--- src/rtl/pixel_pair_packer.sv ---
// Packs a single-pixel RGB valid/ready stream into two-pixel-per-clock raster pairs
// with frame sync, start-up delay and programmable line blanking.
module pixel_pair_packer #(
  parameter int WIDTH         = 768,
  parameter int HEIGHT        = 512,
  parameter int START_DELAY   = 100,
  parameter int HBLANK_CYCLES = 160
) (
  input  logic        HCLK,
  input  logic        HRESETn,
  input  logic        START,
  input  logic        IN_VALID,
  output logic        IN_READY,
  input  logic [23:0] IN_DATA,
  output logic        VSYNC,
  output logic        HSYNC,
  output logic [7:0]  DATA_R0,
  output logic [7:0]  DATA_G0,
  output logic [7:0]  DATA_B0,
  output logic [7:0]  DATA_R1,
  output logic [7:0]  DATA_G1,
  output logic [7:0]  DATA_B1,
  output logic        FRAME_DONE
);

  typedef enum logic [2:0] {
    ST_IDLE   = 3'd0,
    ST_DELAY  = 3'd1,
    ST_ACTIVE = 3'd2,
    ST_HBLANK = 3'd3,
    ST_DONE   = 3'd4
  } state_t;

  localparam logic [15:0] COL_LAST = 16'(WIDTH - 2);
  localparam logic [15:0] ROW_LAST = 16'(HEIGHT - 1);
  localparam logic [15:0] DLY_LAST = 16'(START_DELAY - 1);
  localparam logic [15:0] HBL_LAST = (HBLANK_CYCLES > 0) ? 16'(HBLANK_CYCLES - 1) : 16'd0;
  localparam bit          HBL_EN   = (HBLANK_CYCLES > 0);

  state_t      state_q, state_d;
  logic [15:0] cnt_q, cnt_d;
  logic [15:0] col_q, col_d;
  logic [15:0] row_q, row_d;
  logic        phase_q, phase_d;
  logic [23:0] hold_q, hold_d;
  logic [23:0] pix0_q, pix0_d;
  logic [23:0] pix1_q, pix1_d;
  logic        hsync_q, hsync_d;
  logic        accept_s;

  assign accept_s = IN_VALID && (state_q == ST_ACTIVE);

  // Next-state, counter and pair-assembly logic.
  always_comb begin
    state_d = state_q;
    cnt_d   = cnt_q;
    col_d   = col_q;
    row_d   = row_q;
    phase_d = phase_q;
    hold_d  = hold_q;
    pix0_d  = pix0_q;
    pix1_d  = pix1_q;
    hsync_d = 1'b0;
    case (state_q)
      ST_IDLE: begin
        if (START) begin
          state_d = ST_DELAY;
          cnt_d   = 16'd0;
        end else begin
          state_d = ST_IDLE;
        end
      end
      ST_DELAY: begin
        if (cnt_q == DLY_LAST) begin
          state_d = ST_ACTIVE;
          cnt_d   = 16'd0;
        end else begin
          cnt_d = cnt_q + 16'd1;
        end
      end
      ST_ACTIVE: begin
        if (accept_s) begin
          if (!phase_q) begin
            hold_d  = IN_DATA;
            phase_d = 1'b1;
          end else begin
            pix0_d  = hold_q;
            pix1_d  = IN_DATA;
            hsync_d = 1'b1;
            phase_d = 1'b0;
            if (col_q == COL_LAST) begin
              col_d = 16'd0;
              cnt_d = 16'd0;
              // Row is rewound at frame end so the next START begins on line 0.
              if (row_q == ROW_LAST) begin
                row_d   = 16'd0;
                state_d = ST_DONE;
              end else begin
                row_d = row_q + 16'd1;
                if (HBL_EN) begin
                  state_d = ST_HBLANK;
                end else begin
                  state_d = ST_ACTIVE;
                end
              end
            end else begin
              col_d = col_q + 16'd2;
            end
          end
        end else begin
          state_d = ST_ACTIVE;
        end
      end
      ST_HBLANK: begin
        if (cnt_q == HBL_LAST) begin
          state_d = ST_ACTIVE;
          cnt_d   = 16'd0;
        end else begin
          cnt_d = cnt_q + 16'd1;
        end
      end
      ST_DONE: begin
        state_d = ST_IDLE;
      end
      default: begin
        state_d = ST_IDLE;
      end
    endcase
  end

  // State, counters and output pair registers.
  always_ff @(posedge HCLK or negedge HRESETn) begin
    if (!HRESETn) begin
      state_q <= ST_IDLE;
      cnt_q   <= 16'd0;
      col_q   <= 16'd0;
      row_q   <= 16'd0;
      phase_q <= 1'b0;
      hold_q  <= 24'd0;
      pix0_q  <= 24'd0;
      pix1_q  <= 24'd0;
      hsync_q <= 1'b0;
    end else begin
      state_q <= state_d;
      cnt_q   <= cnt_d;
      col_q   <= col_d;
      row_q   <= row_d;
      phase_q <= phase_d;
      hold_q  <= hold_d;
      pix0_q  <= pix0_d;
      pix1_q  <= pix1_d;
      hsync_q <= hsync_d;
    end
  end

  assign IN_READY   = (state_q == ST_ACTIVE);
  assign VSYNC      = (state_q == ST_DELAY) || (state_q == ST_ACTIVE) || (state_q == ST_HBLANK);
  assign FRAME_DONE = (state_q == ST_DONE);
  assign HSYNC      = hsync_q;
  assign DATA_R0    = pix0_q[23:16];
  assign DATA_G0    = pix0_q[15:8];
  assign DATA_B0    = pix0_q[7:0];
  assign DATA_R1    = pix1_q[23:16];
  assign DATA_G1    = pix1_q[15:8];
  assign DATA_B1    = pix1_q[7:0];

endmodule

--- config.mk ---
export PLATFORM = sky130hd
export DESIGN_NAME = pixel_pair_packer
export DESIGN_NICKNAME = d
export VERILOG_FILES = /design/src/rtl/pixel_pair_packer.sv
export SDC_FILE = /design/constraint.sdc
export NUM_CORES = 1
export LEC_CHECK = 0
export CAP_MARGIN = 20
export CORE_UTILIZATION = 25
export DETAILED_ROUTE_END_ITERATION = 8
export DONT_BUFFER_PORTS = 1
export GPL_TIMING_DRIVEN = 1
export HOLD_SLACK_MARGIN = 0.05
export SETUP_SLACK_MARGIN = 0.3
export SLEW_MARGIN = 0
export SYNTH_ARGS = -nofsm -noshare
export SYNTH_HDL_FRONTEND = slang
export SYNTH_SLANG_ARGS = --single-unit
--- constraint.sdc ---
create_clock -name HCLK -period 3.16 [get_ports HCLK]
set_clock_uncertainty 0.1 [all_clocks]
set_input_delay 0.632 -clock HCLK [delete_from_list [all_inputs] [get_ports HCLK]]
set_output_delay 0.632 -clock HCLK [all_outputs]
set_load 0.02 [all_outputs]
==> reports/qor.txt <==
Worst R2R Setup Slack: 0.70 ns
Routed met3 length: 484 µm
First-pass GRT wire length: 19100 µm
Clock buf/inv share: 0.0900
Total power draw: 3.46 mW
Peak supply drop: 0.000338 V
Int Power: 2.71 mW
Worst slew pin tran: 0.679 ns
# Taps: 275
Tool warnings: 30
Combinational share of cell area: 0.357
Gr ovfl total: 0
DR WL met2: 5590 µm
DRT Pass-1 Iters: 4
Data buffer area share: 0.00475
Yosys warns: 0
Crit path depth: 5
R2r endpoint: cnt_q[15]
Placed cell count: 794
Worst path cell trace: or4_1 > nor2_1 > and4_1 > nor2_2 > a221o_1
Yosys simple share: 0.249
Final worst-path cycle share: 0.777
Setup WS post-layout: 0.704 ns
CP startpoint kind: flip-flop
Yosys cell count: 538
Complex Gates by Area: 0.0556
DRT iter0 DRCs: 240
Pleak: 3.01 nW
CP arrival: 2.64 ns
Core Util at FP: 0.258
Met3 Track Usage GR: 0.0348
Largest net degree at the start of global routing: 125
Number of fill cells: 2156
Hold WS: -0.179 ns
Max clock buf depth: 2
Routability congestion estimate: 0.769
Final Max Tran Viols: 0
Final min period: 2.46 ns
Area Overhead vs Synth: 15.2%
Crit path from: cnt_q[12]
Via density: 4.55
CP Buf/Inv Count: 0
Design Area, Final: 6330 µm²
Top cell area share: 0.565
Pre-CTS setup slack: 0.726 ns
Synth top area cells: dfrtp_1 57%, nand2_1 12%, mux2_2 5.5%
Post-synthesis cell count: 538
Row Count: 53
Clock power frac: 0.540
Number of global-route vias before repair: 3703
M1 WL: 5610 µm
Critical Path Max Stage Delay: 0.59 ns
Top sig layer: met4
Met1 Usage GRT: 0.145
Crit Path Class: flip-flop to flip-flop
Logic inverters: 6
Die span in y: 150 µm
Setup violators final: 0
Status: complete, but fails checks
Crit. End Element: flip-flop
Main synth FF type: dfrtp_1
Antenna violations before repair: 0
Dpl hpwl: 7380 µm
CP max FO: 13
Main logic family: simple AND/OR/NAND/NOR gates
Top cells excl fill/tap: 175 x nand2_1, 124 x dfrtp_1, 27 x mux2_2
Failing checks: negative hold slack
R2r worst-path depth: 5
Nets: 569
Post-CTS setup buffers: 0
Final hold violation count: 124
Level count of the clock H-tree: 4
Critical path's top delay family: simple AND/OR/NAND/NOR gates
Logic area: 2260 µm²
RSZ-0062 raised after global routing: no
RR Startpoint: cnt_q[12]
Count of library flops with an enable pin: 0
power groups by stage:
stage	sequential, mW	clock (mW)	combinational (mW)
final	1.59	1.87	0.00189
after global routing	1.59	1.99	0.00207
after CTS	1.59	1.92	0.00188
after detailed placement	1.62	0	0.00186
after global placement	1.62	0	0.00194
after floorplan	1.62	0	0.00173
cells by family (layout without fill, tap and decap cells):
logic type                 after synthesis  count (layout)
DFF                                    124             124
xor gates and xnor gates                24              24
AOI/OAI and AO/OA                       39              39
buffers and inverters                   29              42
muxes                                   30              30
and+or+nand+nor                        289             289
adders and majority gates                3               3
sequential cells by signal (all words and copies together) (netlist names):
name     flops
row_q       16
HSYNC        1
pix0_q      24
col_q       15
pix1_q      24
cnt_q       16
state_q      3
phase_q      1
hold_q      24
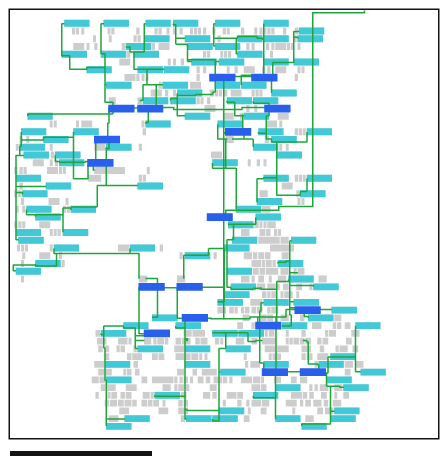
clk_routes.png
Scale bar: 50 µm.
- clock drivers: blue (count 17)
- flip-flops: cyan (count 124)
- clock wires: green (length 1800 µm)
- flops lie: widely spread
- routed clock nets: 18

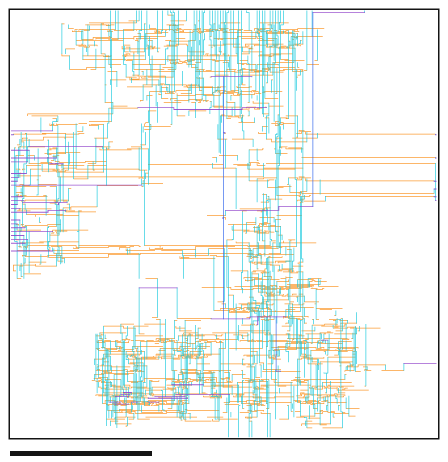
wires.png
Scale bar: 50 µm.
- metal 3: purple (wire length 485 µm)
- metal 1: orange (wire length 5610 µm)
- metal 4: blue (wire length 172 µm)
- metal 2: cyan (wire length 5590 µm)
DR WL/cell: 14.3 µm
DR vias: 3755
total global-route track usage: 0.110
DRT Wirelength: 11900 µm

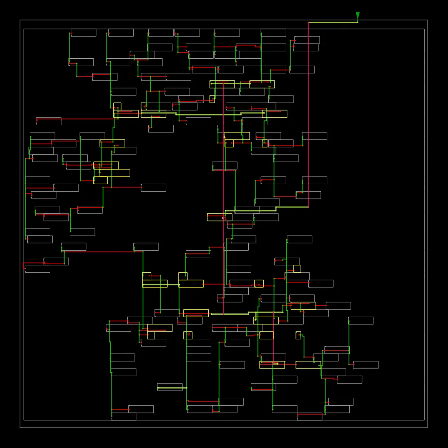
clocks.png
Num Clock Sinks: 124
flop count: 124
CTS Buf Count: 17
Clock Power: 1.87 mW
Latency at later pin: 0.41 ns

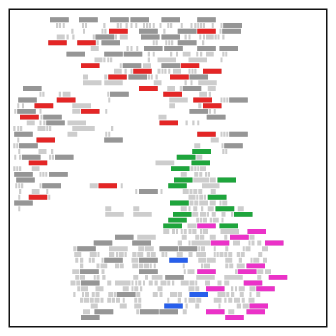
flops_by_reg.png
Other sequential cells in the stronger grey, the rest of the logic in the fainter grey.
- `state_q`: blue (flops 3)
- `row_q`: magenta (flops 16; where lower right)
- `hold_q`: red (flops 24)
- `col_q`: green (flops 15; where centre)
- not coloured: 66

Power and IR drop assume default switching activity.
